## src/rtl/hamming_pkg.sv

```systemverilog
// Shared constants, FSM state type and helpers for the extended-Hamming encode path.
package hamming_pkg;

  localparam int M_MAX = 4;
  localparam int N_MAX = (1 << M_MAX) - 1;
  localparam int K_MAX = N_MAX - M_MAX;
  localparam int CW    = 1 << M_MAX;
  localparam int NW    = $clog2(N_MAX + 1);
  localparam int MW    = $clog2(M_MAX + 1);

  typedef enum logic [2:0] {
    S_IDLE,
    S_BUILD,
    S_READY,
    S_ENCODE,
    S_OUTPUT
  } state_e;

  // Candidate columns that are powers of two are the parity positions, not data rows.
  function automatic logic is_pow2(input logic [NW-1:0] v);
    return (v != '0) && ((v & (v - NW'(1))) == '0);
  endfunction

endpackage

```

## src/rtl/hamming_encode_scheduler_if.sv

```systemverilog
// Configuration, request and codeword-output bundle of the encode scheduler.
interface hamming_encode_scheduler_if;
  import hamming_pkg::*;

  logic                 cfg_valid;
  logic [MW-1:0]        cfg_m;
  logic                 cfg_ready;
  logic                 cfg_err;
  logic                 cfg_done;
  logic [NW-1:0]        n_o;
  logic [NW-1:0]        k_o;
  logic [1:0]           req_valid;
  logic [2*K_MAX-1:0]   req_msg;
  logic [1:0]           req_ready;
  logic                 out_valid;
  logic [CW-1:0]        out_code;
  logic                 out_id;
  logic                 out_ready;

  modport slave (
    input  cfg_valid, cfg_m, req_valid, req_msg, out_ready,
    output cfg_ready, cfg_err, cfg_done, n_o, k_o, req_ready,
           out_valid, out_code, out_id
  );

  modport master (
    output cfg_valid, cfg_m, req_valid, req_msg, out_ready,
    input  cfg_ready, cfg_err, cfg_done, n_o, k_o, req_ready,
           out_valid, out_code, out_id
  );

endinterface

```

## src/rtl/hamming_row_gen.sv

```systemverilog
// Maps a column candidate c to one systematic generator row: data identity bit,
// the m bits of c (MSB first) as parity bits, then the overall even-parity bit.
module hamming_row_gen
  import hamming_pkg::*;
(
  input  logic [NW-1:0] c_i,
  input  logic [MW-1:0] m_i,
  input  logic [NW-1:0] k_i,
  input  logic [NW-1:0] r_i,
  output logic [CW-1:0] row_o
);

  localparam logic [CW-1:0] ONE = CW'(1);

  logic [CW-1:0] row;
  logic [NW-1:0] c_bits;

  always_comb begin
    // NOTE: every variable gets a value before any branch, so no latch is inferred.
    c_bits = '0;
    row    = ONE << r_i;
    for (int j = 0; j < M_MAX; j++) begin
      if (j < int'(m_i)) begin
        c_bits = c_i >> (int'(m_i) - 1 - j);
        if (c_bits[0]) row = row | (ONE << (int'(k_i) + j));
      end
    end
    row   = row | (CW'(^row) << (int'(k_i) + int'(m_i)));
    row_o = row;
  end

endmodule

```

## src/rtl/hamming_encode_scheduler.sv

```systemverilog
// Builds the generator table for the configured m, then arbitrates two requesters
// round-robin and encodes one message at a time, one generator row per cycle.
module hamming_encode_scheduler
  import hamming_pkg::*;
(
  input  logic                      clk,
  input  logic                      reset,
  hamming_encode_scheduler_if.slave bus
);

  state_e           state_q, state_d;
  logic [MW-1:0]    m_q;
  logic [NW-1:0]    n_q, k_q, c_q, r_q, j_q;
  logic [CW-1:0]    table_q [K_MAX];
  logic [CW-1:0]    acc_q;
  logic [K_MAX-1:0] msg_q;
  logic             rr_q, id_q, gap_q;

  logic             cfg_open, cfg_fire, cfg_legal, cfg_accept;
  logic             grant, grant_id, build_last, encode_last;
  logic [NW-1:0]    n_new, k_new;
  logic [K_MAX-1:0] k_mask, msg_sel;
  logic [CW-1:0]    row_w;

  hamming_row_gen u_row_gen (
    .c_i   (c_q),
    .m_i   (m_q),
    .k_i   (k_q),
    .r_i   (r_q),
    .row_o (row_w)
  );

  assign cfg_open   = !reset && (state_q == S_IDLE || state_q == S_READY);
  assign cfg_fire   = bus.cfg_valid && cfg_open;
  assign cfg_legal  = (bus.cfg_m >= MW'(2)) && (bus.cfg_m <= MW'(M_MAX));
  assign cfg_accept = cfg_fire && cfg_legal;
  assign n_new      = NW'((1 << bus.cfg_m) - 1);
  assign k_new      = n_new - NW'(bus.cfg_m);

  // gap_q holds off arbitration for the first READY cycle after a codeword leaves.
  assign grant      = (state_q == S_READY) && !bus.cfg_valid && !gap_q && (|bus.req_valid);
  assign grant_id   = bus.req_valid[rr_q] ? rr_q : ~rr_q;
  assign k_mask     = K_MAX'((1 << k_q) - 1);
  assign msg_sel    = (grant_id ? bus.req_msg[2*K_MAX-1:K_MAX] : bus.req_msg[K_MAX-1:0]) & k_mask;

  assign build_last  = (c_q == n_q);
  assign encode_last = (j_q == k_q - NW'(1));

  // NOTE: sequential state is updated with non-blocking assignments only.
  always_ff @(posedge clk or posedge reset) begin
    if (reset) state_q <= S_IDLE;
    else       state_q <= state_d;
  end

  always_comb begin
    state_d = state_q;
    case (state_q)
      S_IDLE:   if (cfg_accept) state_d = S_BUILD;
      S_BUILD:  if (build_last) state_d = S_READY;
      S_READY: begin
        if (cfg_accept) state_d = S_BUILD;
        else if (grant) state_d = S_ENCODE;
      end
      S_ENCODE: if (encode_last) state_d = S_OUTPUT;
      S_OUTPUT: if (bus.out_ready) state_d = S_READY;
      default:  state_d = S_IDLE;
    endcase
  end

  always_comb begin
    bus.cfg_ready = cfg_open;
    bus.cfg_err   = cfg_fire && !cfg_legal;
    bus.cfg_done  = state_q inside {S_READY, S_ENCODE, S_OUTPUT};
    bus.n_o       = n_q;
    bus.k_o       = k_q;
    bus.req_ready = '0;
    if (grant) bus.req_ready[grant_id] = 1'b1;
    bus.out_valid = (state_q == S_OUTPUT);
    bus.out_code  = (state_q == S_OUTPUT) ? acc_q : '0;
    bus.out_id    = (state_q == S_OUTPUT) && id_q;
  end

  always_ff @(posedge clk or posedge reset) begin
    if (reset) begin
      m_q   <= '0;
      n_q   <= '0;
      k_q   <= '0;
      c_q   <= '0;
      r_q   <= '0;
      j_q   <= '0;
      acc_q <= '0;
      msg_q <= '0;
      rr_q  <= 1'b0;
      id_q  <= 1'b0;
      gap_q <= 1'b0;
      // NOTE: the table is a small flop array that must read as empty after reset,
      // so it is cleared here rather than left to a RAM with undefined contents.
      for (int i = 0; i < K_MAX; i++) table_q[i] <= '0;
    end else begin
      gap_q <= (state_q == S_OUTPUT) && bus.out_ready;

      if (cfg_accept) begin
        m_q <= bus.cfg_m;
        n_q <= n_new;
        k_q <= k_new;
        c_q <= NW'(1);
        r_q <= '0;
        for (int i = 0; i < K_MAX; i++) table_q[i] <= '0;
      end

      if (state_q == S_BUILD) begin
        c_q <= c_q + NW'(1);
        if (!is_pow2(c_q)) begin
          table_q[r_q] <= row_w;
          r_q          <= r_q + NW'(1);
        end
      end

      if (grant) begin
        msg_q <= msg_sel;
        id_q  <= grant_id;
        rr_q  <= ~grant_id;
        acc_q <= '0;
        j_q   <= '0;
      end

      if (state_q == S_ENCODE) begin
        if (msg_q[j_q]) acc_q <= acc_q ^ table_q[j_q];
        j_q <= j_q + NW'(1);
      end
    end
  end

endmodule

```

## src/flat_wrapper.sv

```systemverilog
// flat-port wrapper written by rule: the top's interface ports become plain ports
module hamming_encode_scheduler_flat import hamming_pkg::*;
  (clk, reset, bus_cfg_valid, bus_cfg_m, bus_req_valid, bus_req_msg, bus_out_ready, bus_cfg_ready, bus_cfg_err, bus_cfg_done, bus_n_o, bus_k_o, bus_req_ready, bus_out_valid, bus_out_code, bus_out_id);
  hamming_encode_scheduler_if bus_i ();
  input  logic clk;
  input  logic reset;
  input wire logic [$bits(bus_i.cfg_valid)-1:0] bus_cfg_valid;
  input wire logic [$bits(bus_i.cfg_m)-1:0] bus_cfg_m;
  input wire logic [$bits(bus_i.req_valid)-1:0] bus_req_valid;
  input wire logic [$bits(bus_i.req_msg)-1:0] bus_req_msg;
  input wire logic [$bits(bus_i.out_ready)-1:0] bus_out_ready;
  output wire logic [$bits(bus_i.cfg_ready)-1:0] bus_cfg_ready;
  output wire logic [$bits(bus_i.cfg_err)-1:0] bus_cfg_err;
  output wire logic [$bits(bus_i.cfg_done)-1:0] bus_cfg_done;
  output wire logic [$bits(bus_i.n_o)-1:0] bus_n_o;
  output wire logic [$bits(bus_i.k_o)-1:0] bus_k_o;
  output wire logic [$bits(bus_i.req_ready)-1:0] bus_req_ready;
  output wire logic [$bits(bus_i.out_valid)-1:0] bus_out_valid;
  output wire logic [$bits(bus_i.out_code)-1:0] bus_out_code;
  output wire logic [$bits(bus_i.out_id)-1:0] bus_out_id;
  assign bus_i.cfg_valid = bus_cfg_valid;
  assign bus_i.cfg_m = bus_cfg_m;
  assign bus_i.req_valid = bus_req_valid;
  assign bus_i.req_msg = bus_req_msg;
  assign bus_i.out_ready = bus_out_ready;
  assign bus_cfg_ready = bus_i.cfg_ready;
  assign bus_cfg_err = bus_i.cfg_err;
  assign bus_cfg_done = bus_i.cfg_done;
  assign bus_n_o = bus_i.n_o;
  assign bus_k_o = bus_i.k_o;
  assign bus_req_ready = bus_i.req_ready;
  assign bus_out_valid = bus_i.out_valid;
  assign bus_out_code = bus_i.out_code;
  assign bus_out_id = bus_i.out_id;
  hamming_encode_scheduler u_core (.clk(clk), .reset(reset), .bus(bus_i));
endmodule
```

## config.mk

```make
export PLATFORM = sky130hd
export DESIGN_NAME = hamming_encode_scheduler_flat
export DESIGN_NICKNAME = d
export VERILOG_FILES = /design/src/rtl/hamming_pkg.sv /design/src/rtl/hamming_encode_scheduler_if.sv /design/src/rtl/hamming_row_gen.sv /design/src/rtl/hamming_encode_scheduler.sv /design/src/flat_wrapper.sv
export SDC_FILE = /design/constraint.sdc
export NUM_CORES = 1
export LEC_CHECK = 0
export CORE_MARGIN = 3
export CORE_UTILIZATION = 40
export CTS_CLUSTER_SIZE = 10
export DETAILED_ROUTE_END_ITERATION = 7
export SYNTH_ARGS = -nofsm -noshare
export SYNTH_HDL_FRONTEND = slang
export SYNTH_SLANG_ARGS = --single-unit
```

## constraint.sdc

```tcl
create_clock -name clk -period 23.3 [get_ports clk]
set_clock_uncertainty 0.2 [all_clocks]
set_input_delay 6.99 -clock clk [delete_from_list [all_inputs] [get_ports clk]]
set_output_delay 6.99 -clock clk [all_outputs]
set_load 0.05 [all_outputs]
```

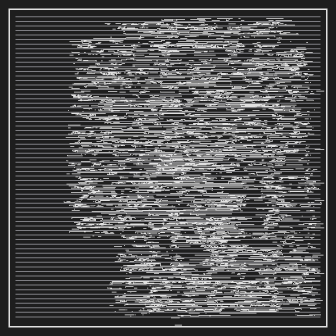
Fig. 1. Met1 routing.
Supply wires on this layer in grey.
nets with wire on the layer: 1,319
longest straight run: 53.8 microns
Vias: 10,600
DRT Wirelength: 37,400 microns
met1 GRT Util: 28.7%

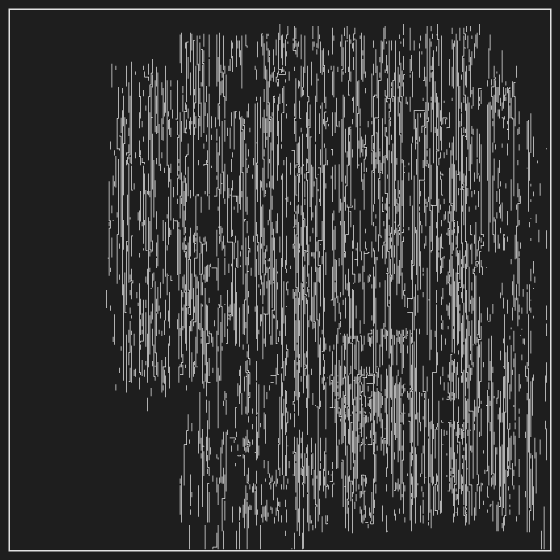
Fig. 2. The metal 2 layer.
share of all routed wire: 47%
wire length on this layer: 17,400 microns

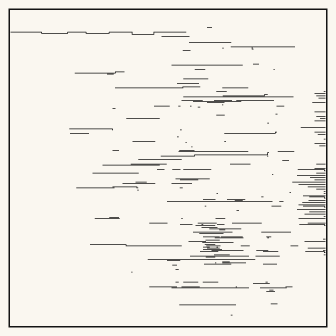
Fig. 3. Met3 routing.
longest straight run: 65.8 microns
wire length on this layer: 2,320 microns

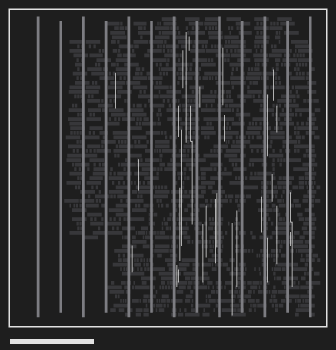
Fig. 4. Metal 4.
Scale bar: 50 microns. Supply wires on this layer in grey. Cells faint in the background.
share of all routed wire: 2.4%
longest straight run: 69.4 microns

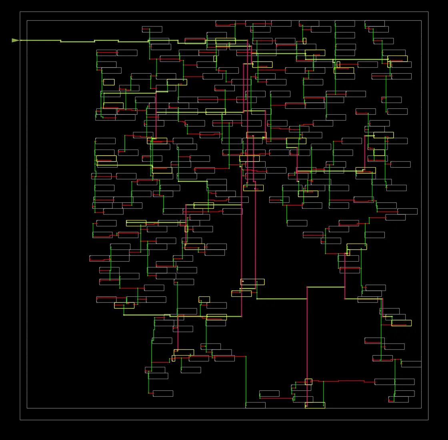
Fig. 5. Clock wiring as the flow saved it.
number of buffers created by CTS: 28
Late-Pin Clk Latency: 560 ps
clk pwr: 393 uW
clock sink count: 232

==> impl_metrics.py <==
# Flow results
metrics = {
    "final_timing": {
        "fin_hold_ws_ps": 272,
        "rsz0062_at_grt": "false",
        "hold_violations": 0,
        "fmax_mhz": 58.5,
        "period_used_pct": 73.4,
        "worstMarginPinSlew_ps": 1200,
        "min_period_ps": 17090,
    },
    "job": {
        "drv_cap": 0,
        "warnings": 49,
    },
    "final_layout": {
        "layout.area.comb_sq_mm": 0.00689,
        "regArea_sq_mm": 0.00581,
        "seq_cells": 232,
        "comb_share_pct": 46.0,
        "layout-drive-gt1-share_pct": 10.9,
        "nonClkBufAreaFrac_pct": 5.52,
        "largest_cell_class": "logic gates",
        "final-clk-cell-share_pct": 5.38,
        "final_cells": 1823,
        "n_fill_cell": 3115,
        "utilization_pct": 45.7,
        "antenna_cells_inserted": 0,
        "clkbuf_count": 38,
        "buffers": 90,
        "area_growth_pct": 11.9,
    },
    "power_and_ir_drop": {
        "p_switching_uw": 1140,
        "seq_power_share_pct": 28.9,
        "swShare_pct": 47.4,
        "p_clk_share_pct": 16.4,
    },
    "synth": {
        "yosysTopAreaCellShare_pct": 43.3,
        "synth_flops": 232,
        "area_leaders": "dfrtp_1 (43%), nand3_1 (7.9%), mux4_2 (5.9%)",
        "synthAoiAreaFrac_pct": 18.0,
        "simple_gate_area_share_pct": 16.9,
        "seq_area_frac_synth_pct": 43.3,
        "edf_count": 0,
        "syn_avg_cell_area_sq_um": 9.78,
        "ys_sh_mux_pct": 9.51,
        "ys_area_sq_mm": 0.0134,
    },
    "die": {
        "well_tap_count": 442,
        "num_rows": 66,
        "initial_core_util_pct": 40.9,
        "die_y_microns": 189,
        "die_w_microns": 189,
        "fp.coreArea_sq_mm": 0.0328,
    },
    "critical_path": {
        "r2r-end": "u_core.table_q[126]$_DFF_PP0_",
        "r2r-start": "u_core.m_q[0]$_DFFE_PP0P_",
        "crit_type": "primary input to output port",
        "crit_buf_inv": 2,
        "path_max_fanout": 27,
    },
    "status": {
        "status": "complete, no violations",
    },
    "place": {
        "place_inst": 1783,
        "place_ws_ps": 6220,
        "dpl.hpwl_microns": 23400,
    },
    "global_routing": {
        "use_met2_pct": 33.5,
        "grt_pass1_vias": 10400,
        "busiest_layer": "met2",
    },
    "worst_hold_path": {
        "holdPathStages": 1,
        "min_path_type": "register to register",
    },
    "route": {
        "via_per_inst": 5.83,
    },
    "clocking": {
        "ctsResizeCount": 0,
        "ctsHtreeMaxLevel": 1,
        "hold_buffers": 0,
    },
}
==> worst max path at each step <==
stage	slack [ps]	from	to
after floorplan	6950	reset	bus_cfg_err
final	6210	bus_cfg_valid	bus_req_ready[1]
after global placement	6340	bus_cfg_valid	bus_req_ready[1]
after global routing	6000	bus_cfg_valid	bus_req_ready[1]
after CTS	6220	bus_cfg_valid	bus_req_ready[1]
after detailed placement	6220	bus_cfg_valid	bus_req_ready[1]
==> power by group through the flow <==
stage / clock network, uW / registers (uW) / logic, uW
3_3_place_gp: 0 / 690 / 1290
3_5_place_dp: 0 / 697 / 1310
5_1_grt: 418 / 716 / 1430
6_report: 393 / 692 / 1310
4_1_cts: 404 / 691 / 1310
2_1_floorplan: 0 / 656 / 1110
Power and IR drop assume default switching activity.
